==> run_1/placement.png <==
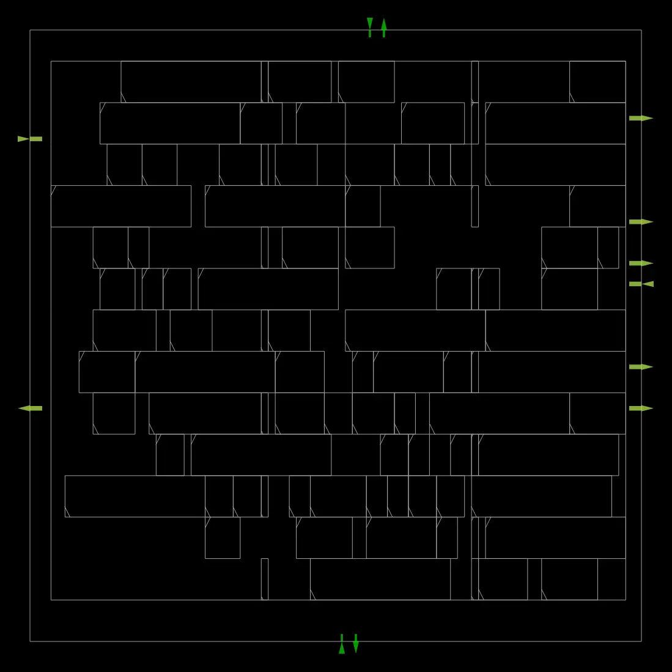
==> run_1/metal_density.png <==
Scale: 10 px per µm. The die is cut into 8 by 8 equal tiles; dark blue is low, red is high, scaled to the fullest tile. Values are wire area over tile area, all layers added.
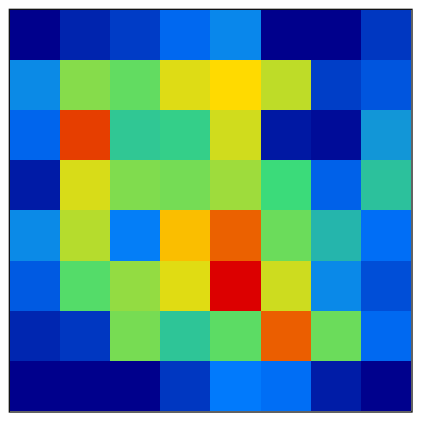
==> run_1/wires.png <==
Scale: 10 px per µm. Two of the layers only.
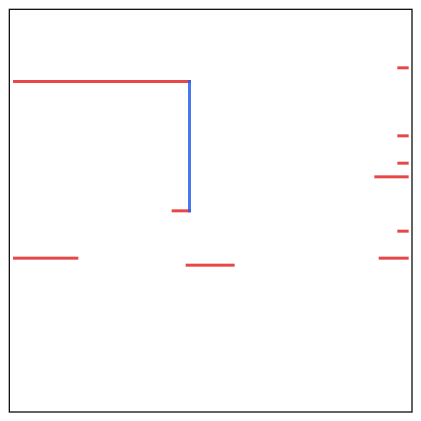
**src/rtl/conv_enc_213.sv**
```systemverilog
// ---------------------------------------------------------------------------
// conv_enc_213 -- framed (2,1,3) convolutional encoder.
//
// Takes source bits on a valid/ready handshake. Each bit is encoded with
// generators G0 (Tx[1]) and G1 (Tx[0]). After every FRAME_LEN data bits the
// encoder appends M zero tail bits, so every frame ends with the trellis
// back in state 0. That lets the downstream Viterbi decoder trace back from
// state 0.
//
// Handshake: a bit is accepted on a rising edge where in_valid && in_ready.
// in_ready is registered. While in_ready is low, in_valid and in_bit are
// ignored. Each output symbol is registered and appears one cycle after its
// bit is accepted (or its tail cycle), qualified by tx_valid.
//
// Ports:
//   clock     in   rising-edge clock
//   reset     in   asynchronous, active-high reset
//   in_bit    in   source data bit
//   in_valid  in   in_bit is valid
//   in_ready  out  encoder accepts in_bit this cycle
//   err_mask  in   [N-1:0] XORed into valid symbols (CONV_ENC_ERR_INJECT_EN only)
//   Tx        out  [N-1:0] encoded symbol (to decoder Rx)
//   tx_valid  out  Tx holds a new symbol
//   tx_sof    out  Tx is the symbol of data bit 0 of a frame
//   tx_eof    out  Tx is the last tail symbol of a frame
//   busy      out  a frame is in progress (first accept .. tx_eof inclusive)
//   state_dbg out  current FSM state (0 = DATA, 1 = TAIL)
//
// Optional feature macro: CONV_ENC_ERR_INJECT_EN
//   Adds the err_mask input. The mask only corrupts the emitted symbol,
//   never the encoder shift register.
// ---------------------------------------------------------------------------
module conv_enc_213 #(
  parameter int         N         = 2,
  parameter int         M         = 3,
  parameter logic [M:0] G0        = 4'b1111,
  parameter logic [M:0] G1        = 4'b1011,
  parameter int         FRAME_LEN = 16
) (
  input  logic         clock,
  input  logic         reset,
  input  logic         in_bit,
  input  logic         in_valid,
`ifdef CONV_ENC_ERR_INJECT_EN
  input  logic [N-1:0] err_mask,
`endif
  output logic         in_ready,
  output logic [N-1:0] Tx,
  output logic         tx_valid,
  output logic         tx_sof,
  output logic         tx_eof,
  output logic         busy,
  output logic         state_dbg
);

  localparam int BW = (FRAME_LEN > 1) ? $clog2(FRAME_LEN) : 1;
  localparam int TW = (M > 1) ? $clog2(M) : 1;
  localparam logic [BW-1:0] BIT_LAST  = BW'(FRAME_LEN - 1);
  localparam logic [TW-1:0] TAIL_LAST = TW'(M - 1);

  typedef enum logic {
    ST_DATA = 1'b0,
    ST_TAIL = 1'b1
  } state_e;

  state_e          state_q, state_d;
  logic [M-1:0]    s_q, s_d;
  logic [BW-1:0]   bit_cnt_q, bit_cnt_d;
  logic [TW-1:0]   tail_cnt_q, tail_cnt_d;
  logic            in_ready_q, in_ready_d;
  logic [N-1:0]    tx_q, tx_d;
  logic            tx_valid_q, tx_valid_d;
  logic            tx_sof_q, tx_sof_d;
  logic            tx_eof_q, tx_eof_d;
  logic            busy_q, busy_d;

  logic            accept;
  logic            u;
  logic [M:0]      v;
  logic [N-1:0]    enc;
  logic [N-1:0]    sym;

  // Tail cycles feed zeros; s[M-1] is the most recent previous bit.
  assign accept = (state_q == ST_DATA) && in_valid && in_ready_q;
  assign u      = (state_q == ST_DATA) ? in_bit : 1'b0;
  assign v      = {u, s_q};
  assign enc    = {^(v & G0), ^(v & G1)};

`ifdef CONV_ENC_ERR_INJECT_EN
  assign sym = enc ^ err_mask;
`else
  assign sym = enc;
`endif

  always_comb begin
    state_d    = state_q;
    s_d        = s_q;
    bit_cnt_d  = bit_cnt_q;
    tail_cnt_d = tail_cnt_q;
    in_ready_d = in_ready_q;
    tx_d       = '0;
    tx_valid_d = 1'b0;
    tx_sof_d   = 1'b0;
    tx_eof_d   = 1'b0;
    busy_d     = busy_q;

    case (state_q)
      ST_DATA: begin
        in_ready_d = 1'b1;
        // A stall inside a frame (bit_cnt != 0) keeps busy asserted.
        busy_d     = (bit_cnt_q != '0);
        if (accept) begin
          s_d        = v[M:1];
          tx_d       = sym;
          tx_valid_d = 1'b1;
          tx_sof_d   = (bit_cnt_q == '0);
          busy_d     = 1'b1;
          if (bit_cnt_q == BIT_LAST) begin
            bit_cnt_d  = '0;
            tail_cnt_d = '0;
            in_ready_d = 1'b0;
            state_d    = ST_TAIL;
          end else begin
            bit_cnt_d = bit_cnt_q + BW'(1);
          end
        end
      end
      ST_TAIL: begin
        in_ready_d = 1'b0;
        busy_d     = 1'b1;
        s_d        = v[M:1];
        tx_d       = sym;
        tx_valid_d = 1'b1;
        tail_cnt_d = tail_cnt_q + TW'(1);
        if (tail_cnt_q == TAIL_LAST) begin
          tail_cnt_d = '0;
          tx_eof_d   = 1'b1;
          in_ready_d = 1'b1;
          state_d    = ST_DATA;
        end
      end
      default: begin
        state_d = ST_DATA;
      end
    endcase
  end

  always_ff @(posedge clock or posedge reset) begin
    if (reset) begin
      state_q    <= ST_DATA;
      s_q        <= '0;
      bit_cnt_q  <= '0;
      tail_cnt_q <= '0;
      in_ready_q <= 1'b0;
      tx_q       <= '0;
      tx_valid_q <= 1'b0;
      tx_sof_q   <= 1'b0;
      tx_eof_q   <= 1'b0;
      busy_q     <= 1'b0;
    end else begin
      state_q    <= state_d;
      s_q        <= s_d;
      bit_cnt_q  <= bit_cnt_d;
      tail_cnt_q <= tail_cnt_d;
      in_ready_q <= in_ready_d;
      tx_q       <= tx_d;
      tx_valid_q <= tx_valid_d;
      tx_sof_q   <= tx_sof_d;
      tx_eof_q   <= tx_eof_d;
      busy_q     <= busy_d;
    end
  end

  assign in_ready  = in_ready_q;
  assign Tx        = tx_q;
  assign tx_valid  = tx_valid_q;
  assign tx_sof    = tx_sof_q;
  assign tx_eof    = tx_eof_q;
  assign busy      = busy_q;
  assign state_dbg = state_q;

endmodule

```
**config.mk**
```make
export PLATFORM = sky130hd
export DESIGN_NAME = conv_enc_213
export DESIGN_NICKNAME = d
export VERILOG_FILES = /design/src/rtl/conv_enc_213.sv
export SDC_FILE = /design/constraint.sdc
export NUM_CORES = 1
export LEC_CHECK = 0
export CAP_MARGIN = 20
export CORE_UTILIZATION = 50
export DETAILED_ROUTE_END_ITERATION = 10
export GPL_TIMING_DRIVEN = 0
export HOLD_SLACK_MARGIN = 0.1
export PLACE_DENSITY_LB_ADDON = 0.25
export SYNTH_ARGS = -nofsm -noshare
export SYNTH_HDL_FRONTEND = slang
export SYNTH_SLANG_ARGS = --single-unit
```
**constraint.sdc**
```tcl
create_clock -name clock -period 3.7 [get_ports clock]
set_input_delay 0.74 -clock clock [delete_from_list [all_inputs] [get_ports clock]]
set_output_delay 0.74 -clock clock [all_outputs]
set_load 0.01 [all_outputs]
```
==> results.txt, run 1 <==
run results: vias in the first global route=443, crit start category=flip-flop, die area=1610 µm², Core ar.=1330 µm², setup slack, reg-to-reg=2.35 ns, r2r startpoint=state_dbg$_DFF_PP0_, final hold violations=0, Buffers & Inverters on Critical Path=1, hold slack=0.529 ns, Ys Warns=0, Post-Syn Nets=69, port bufs=11, CP top delay family=buffers and inverters, fin. max-slew vios=0, met3 Use GR=6.67%, CTS max path bufs=2, # diodes=0, Mapped Area=727 µm², Top-area cell share=58.5%, fmax=486 MHz, Int Power=448 µW, Rel. slew slack=58.7%, syn avg cell area=11.5 µm², cts repair resizes=0, cell depth of the worst flop-to-flop path=4, postcts setup bufs=0, Power Total=686 µW, Starting DRT DRC Count=4, crit path DRT=2.96 ns, CP cell instances=clkdlybuf4s50_1, drt pass-1 iters=2, post-layout util=66.4%, biggest area cells=dfrtp_1, ha_1, mux2_2, P_clk=103 µW, LEAKAGE=0.415 nW, nets=85, Die X=40.1 µm, CP max stage delay=0.57 ns, Seq share, synth=58.5%, fin cells=93, Tightest Pin Transition=0.620 ns, grt total ovfl=0, Layout area overhead=21.9%, Hold Crit Class=reg2reg, Top cells excl fill/tap=dfrtp_1, clkdlybuf4s50_1, inv_1, nor2_1, CP startpoint=in_ready$_DFF_PP0_, DP Area=856 µm², final worst path period need=2.06 ns, Gate power share=39.5%, # H-tree levels=1, post-route cell area=886 µm², highest-power group=sequential cells, Async S/R FF share, synth=100%, ys flops=17, ys flop type=dfrtp_1, worst r2r dst=Tx[1]$_DFF_PP0_, switch share=34.7%, Max Cap Violations=0, grt met2 use=28.2%, detailed-route DRC error count=0, outcome=finished clean, Sw Pwr=238 µW, critical path depth=1, Placer Congestion=0.726
Notes on placement.png above:
Seq cells: 17
Tap Count: 15
fillers: 105
flop share of the area: 48.0%

Notes on metal_density.png above:
densest ninth of the die = centre
mean over tiles = 0.11
emptiest ninth of the die = upper right
nearly empty tiles = 11%
GRT Total Usage: 19.4%
DRT Wirelength: 1150 µm

Notes on wires.png above:
blue -> metal 4  # wire length 12.9 µm
red -> metal 3  # wire length 39.2 µm
wire length per cell: 12.4 µm
vias: 480

run 1: cells in the mapped netlist, types with 2 or more instances:
| master | n |
|---|---|
| nand3_1 | 4 |
| nor2_1 | 5 |
| mux2_2 | 2 |
| nand2b_1 | 3 |
| a21oi_1 | 2 |
| ha_1 | 2 |
| o21ai_0 | 3 |
| a21o_1 | 2 |
| nand2_1 | 4 |
| inv_1 | 5 |
| nor2b_1 | 2 |
| dfrtp_1 | 17 |
| xnor2_1 | 2 |
run 1: cell families after synthesis:
group / Yosys count / share of synthesized area, %
buffers and inverters: 6 / 4.13
XOR/XNOR: 3 / 3.62
multiplexers: 2 / 3.10
adder cells (fa/ha/maj): 2 / 3.44
AND-OR/OR-AND: 11 / 9.81
AND/OR/NAND/NOR: 22 / 17.4
flip-flops: 17 / 58.5
run 1: layer usage:
layer | wire (µm) | up-vias | share of wire [%]
li1 | - | 239 | -
met4 | 12 | 0 | 1.0
met1 | 557 | 229 | 48
met3 | 39 | 2 | 3.4
met2 | 541 | 10 | 47
met5 | 0 | - | 0
run 1: sequential cells by signal (all words and copies together) (netlist names):
register,count
Tx,2
bit_cnt_q,4
tx_valid,1
busy,1
state_dbg,1
tail_cnt_q,2
in_ready,1
tx_eof,1
s_q,3
tx_sof,1
run 1: area by class of cell:
type	instances	area [µm²]	area share [%]
plain buffers	1	11.3	1.27
clock buffers	3	22.5	2.54
clock inverters	1	7.51	0.847
inverters	5	18.8	2.12
multi-input cells	40	272	30.6
flip-flops and latches	17	425	48.0
well taps	15	18.8	2.12
repair buffers	11	110	12.4
run 1: worst reg2reg max path, cell delays in order, from the launching register on:
cell and delay, ns:
dfrtp_1 0.41, buf_6 0.15, a21oi_2 0.29, nor2b_1 0.12, mux2_2 0.28
==> run 2, diff against run 1 <==
- CORE_UTILIZATION: 50 -> 49
- clock period: 3.7 -> 2 ns (I/O delays scaled with it)
==> run_2/placement.png <==
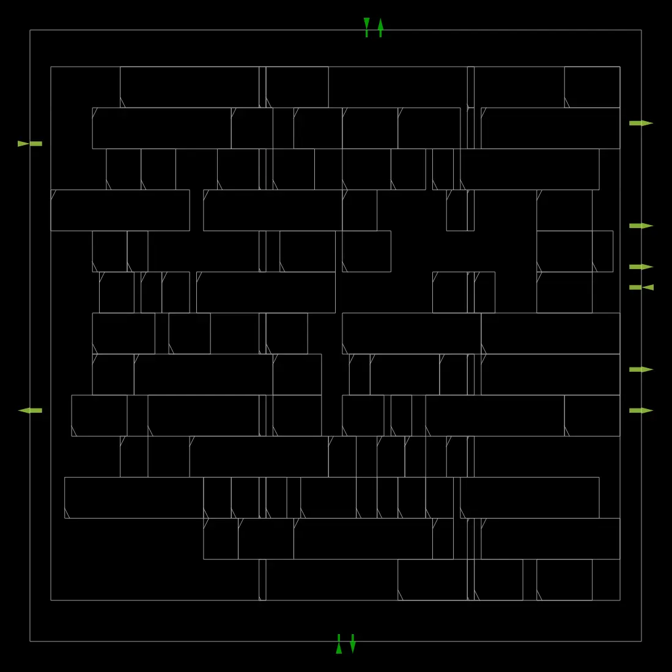
Core ar.: 1330 µm²
post-layout util: 66.4%
cell row count: 13

==> run_2/wires.png <==
Scale: 10 px per µm. Two of the layers only.
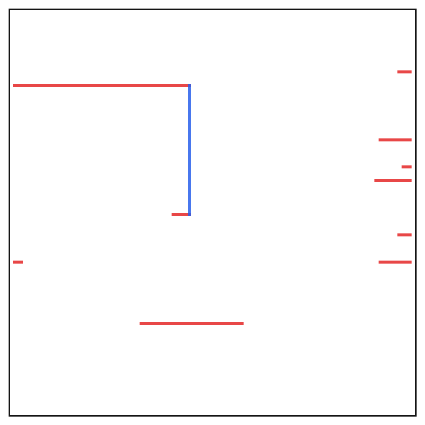
red -> metal 3  # wire length 42.3 µm
blue -> metal 4  # wire length 12.9 µm
GRT Total Usage: 19.5%
wire length per cell: 12.7 µm
vias: 486

==> run 2 against run 1 <==
Final area is the same. Non-clock buffer count is the same. Hold slack lost 0.062 ns. Clock skew grew 0.00079 ns. Power grew 85%. Sequential share of layout area is the same. Global-route usage grew 0.12 points. Register-to-register slack lost 1.7 ns. Combinational power grew 86%. Synthesized area is the same. Sequential power grew 85%. Critical endpoint unchanged. Largest cell class unchanged.
==> results.txt, run 2 <==
run results: crit path DRT=1.60 ns (was 2.96 ns), # Cells Yosys=63 (unchanged), antenna violations before repair=0 (unchanged), yosys simple share=17.4% (unchanged), Synth top cell by count=dfrtp_1 (unchanged), crit start category=flip-flop (unchanged), ys flops=17 (unchanged), post-synth top area cell=dfrtp_1 (unchanged), biggest regs=bit_cnt_q (4), s_q (3) (unchanged), Mapped Area=727 µm² (unchanged), PwrDens=1440 nW/µm² (was 775 nW/µm²), Ys Warns=0 (unchanged), fin. max-slew vios=0 (unchanged), detailed-route DRC error count=0 (unchanged), Period Utilization, post-route=85.8%, r2r startpoint=state_dbg$_DFF_PP0_ (unchanged), final worst path period need=1.72 ns, syn avg cell area=11.5 µm² (unchanged), top cells by count=dfrtp_1, inv_1, nor2_1, nand2_1, nand3_1 (unchanged), Sw Pwr=443 µW (was 238 µW), switch share=34.8% (was 34.7%), TritonCTS Sinks=17 (unchanged), postcts setup bufs=0 (unchanged), Top cells excl fill/tap=dfrtp_1, clkdlybuf4s50_1, inv_1, nor2_1 (unchanged), xor+xnor area frac=3.61% (unchanged), layout cells sized above 1=11.5% (unchanged), # diodes=0 (unchanged), Async S/R FF share, synth=100% (unchanged), cell depth of the worst flop-to-flop path=4 (unchanged), CP max stage delay=0.57 ns (about the same), Power Total=1.27 mW (was 686 µW), Synth mux share=3.10% (unchanged), Buffers & Inverters on Critical Path=1 (unchanged), TNS Setup=0 ns (unchanged), Layout area overhead=21.9% (unchanged), outcome=finished clean (unchanged), Gate power share=39.6% (was 39.5%), worst r2r dst=Tx[1]$_DFF_PP0_ (unchanged), ao+oa area frac=9.81% (unchanged), Tightest Pin Transition=0.619 ns (was 0.620 ns), # H-tree levels=1 (unchanged), Root Buffer=clkbuf_4 (unchanged), Hold Crit Class=in2async (was reg2reg), LEAKAGE=0.415 nW (unchanged), DRT Wirelength=1180 µm (was 1150 µm), Dominant combinational family=simple AND/OR/NAND/NOR gates (unchanged), Int Power=829 µW (was 448 µW), sequential cell power=578 µW (was 312 µW), CP arrival=1.32 ns (about the same), Placer Congestion=0.726 (about the same), Rel. slew slack=58.7% (about the same), grt total ovfl=0 (unchanged), P_clk=189 µW (was 103 µW), FP Core Util=54.5% (unchanged), CP top delay family=buffers and inverters (unchanged), fin cells=93 (unchanged), Detail Placement HPWL=859 µm (was 854 µm), die area=1640 µm² (was 1610 µm²), critical path class=reg2out (unchanged), CP cell instances=clkdlybuf4s50_1 (unchanged), setup slack, reg-to-reg=0.64 ns (was 2.35 ns), sequential share of power=45.5% (about the same), nets=85 (unchanged), biggest area cells=dfrtp_1, ha_1, mux2_2 (unchanged), clock slew at reported path FFs=0.11 ns (about the same), final hold violations=0 (unchanged), Latency at later pin=0.29 ns (about the same), Starting DRT DRC Count=11 (was 4), Comb. pwr=504 µW (was 271 µW), Top-area cell share=58.5% (unchanged), Post-Syn Nets=69 (unchanged), CTS max path bufs=2 (unchanged), vias in the first global route=447 (was 443), FF+latch area=425 µm² (unchanged), MI comb area=272 µm² (unchanged), highest-power group=sequential cells (unchanged), Seq share, synth=58.5% (unchanged), fa+ha+maj area frac=3.44% (unchanged), fmax=583 MHz, Max Cap Violations=0 (unchanged), Reg with most FFs=bit_cnt_q (unchanged), distinct lib cells=23 (unchanged), Largest register FFs=4 (unchanged), Die X=40.5 µm (was 40.1 µm), drt pass-1 iters=4 (was 2), hold slack=0.468 ns (was 0.529 ns), DP Cell Count=89 (unchanged), fillers=106 (was 105), cts repair resizes=0 (unchanged), ys flop type=dfrtp_1 (unchanged), final worst setup slack=0.284 ns (was 1.64 ns)
==> run_2/io_fan.png <==
Scale: 12 px per µm.
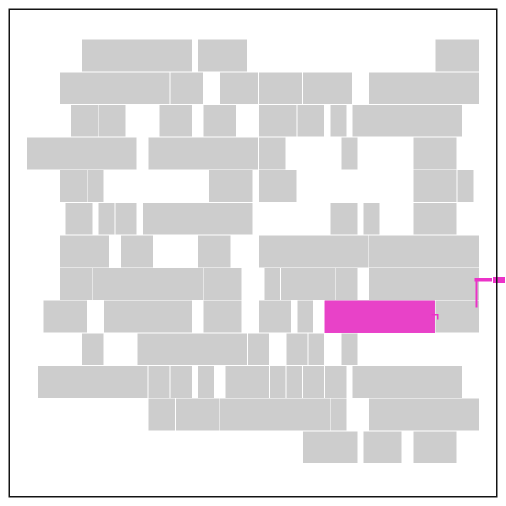
magenta -> busy  # bits 1, direction output, end cells 1, buffers 1, wire 4.20 µm
port bufs: 11
I/O pin count: 12

run 2: cell counts after synthesis:
Identical to the previous run, type by type.
run 2: per-stage QoR:
step	utilization (%)	instance area [µm²]
final	66.4	886
after detailed placement	64.2	856
after global routing	66.4	886
after floorplan	-	727
after CTS	66.4	886
after global placement	64.2	856
run 2: final cells by class:
class	instances	share of cell area, %
clock inverters	1	0.847
multi-input cells	40	30.6
repair buffers	11	12.4
plain buffers	1	1.27
inverters	5	2.12
flip-flops and latches	17	48.0
clock buffers	3	2.54
well taps	15	2.12
run 2: worst max path at each step:
| stage | depth (start not counted) | endpoint | start | slack [ns] |
|---|---|---|---|---|
| 2_1_floorplan | 4 | Tx[1]$_DFF_PP0_ | state_dbg$_DFF_PP0_ | 0.71 |
| 3_3_place_gp | 4 | Tx[1]$_DFF_PP0_ | in_valid | 0.24 |
| 3_5_place_dp | 4 | Tx[1]$_DFF_PP0_ | in_valid | 0.24 |
| 4_1_cts | 1 | in_ready | in_ready$_DFF_PP0_ | 0.27 |
| 5_1_grt | 1 | in_ready | in_ready$_DFF_PP0_ | 0.23 |
| 6_report | 1 | in_ready | in_ready$_DFF_PP0_ | 0.28 |
run 2: cell families (layout without fill, tap and decap cells):
logic type	Yosys count	in the layout
flip-flops	17	17
AND/OR/NAND/NOR	22	22
multiplexers	2	2
AND-OR/OR-AND	11	11
adder cells (fa/ha/maj)	2	2
buffers and inverters	6	21
XOR/XNOR	3	3
run 2: metal layers:
layer	part of all wire, %	routed length [µm]	vias to the layer above	global-route usage [%]
met5	0	0	-	0
met4	1.0	12	0	10.0
met3	3.6	42	2	6.67
met2	47	556	11	28.2
met1	48	566	232	25.5
li1	-	-	241	-
No activity file was given, so power comes from the tool's default toggle rates.
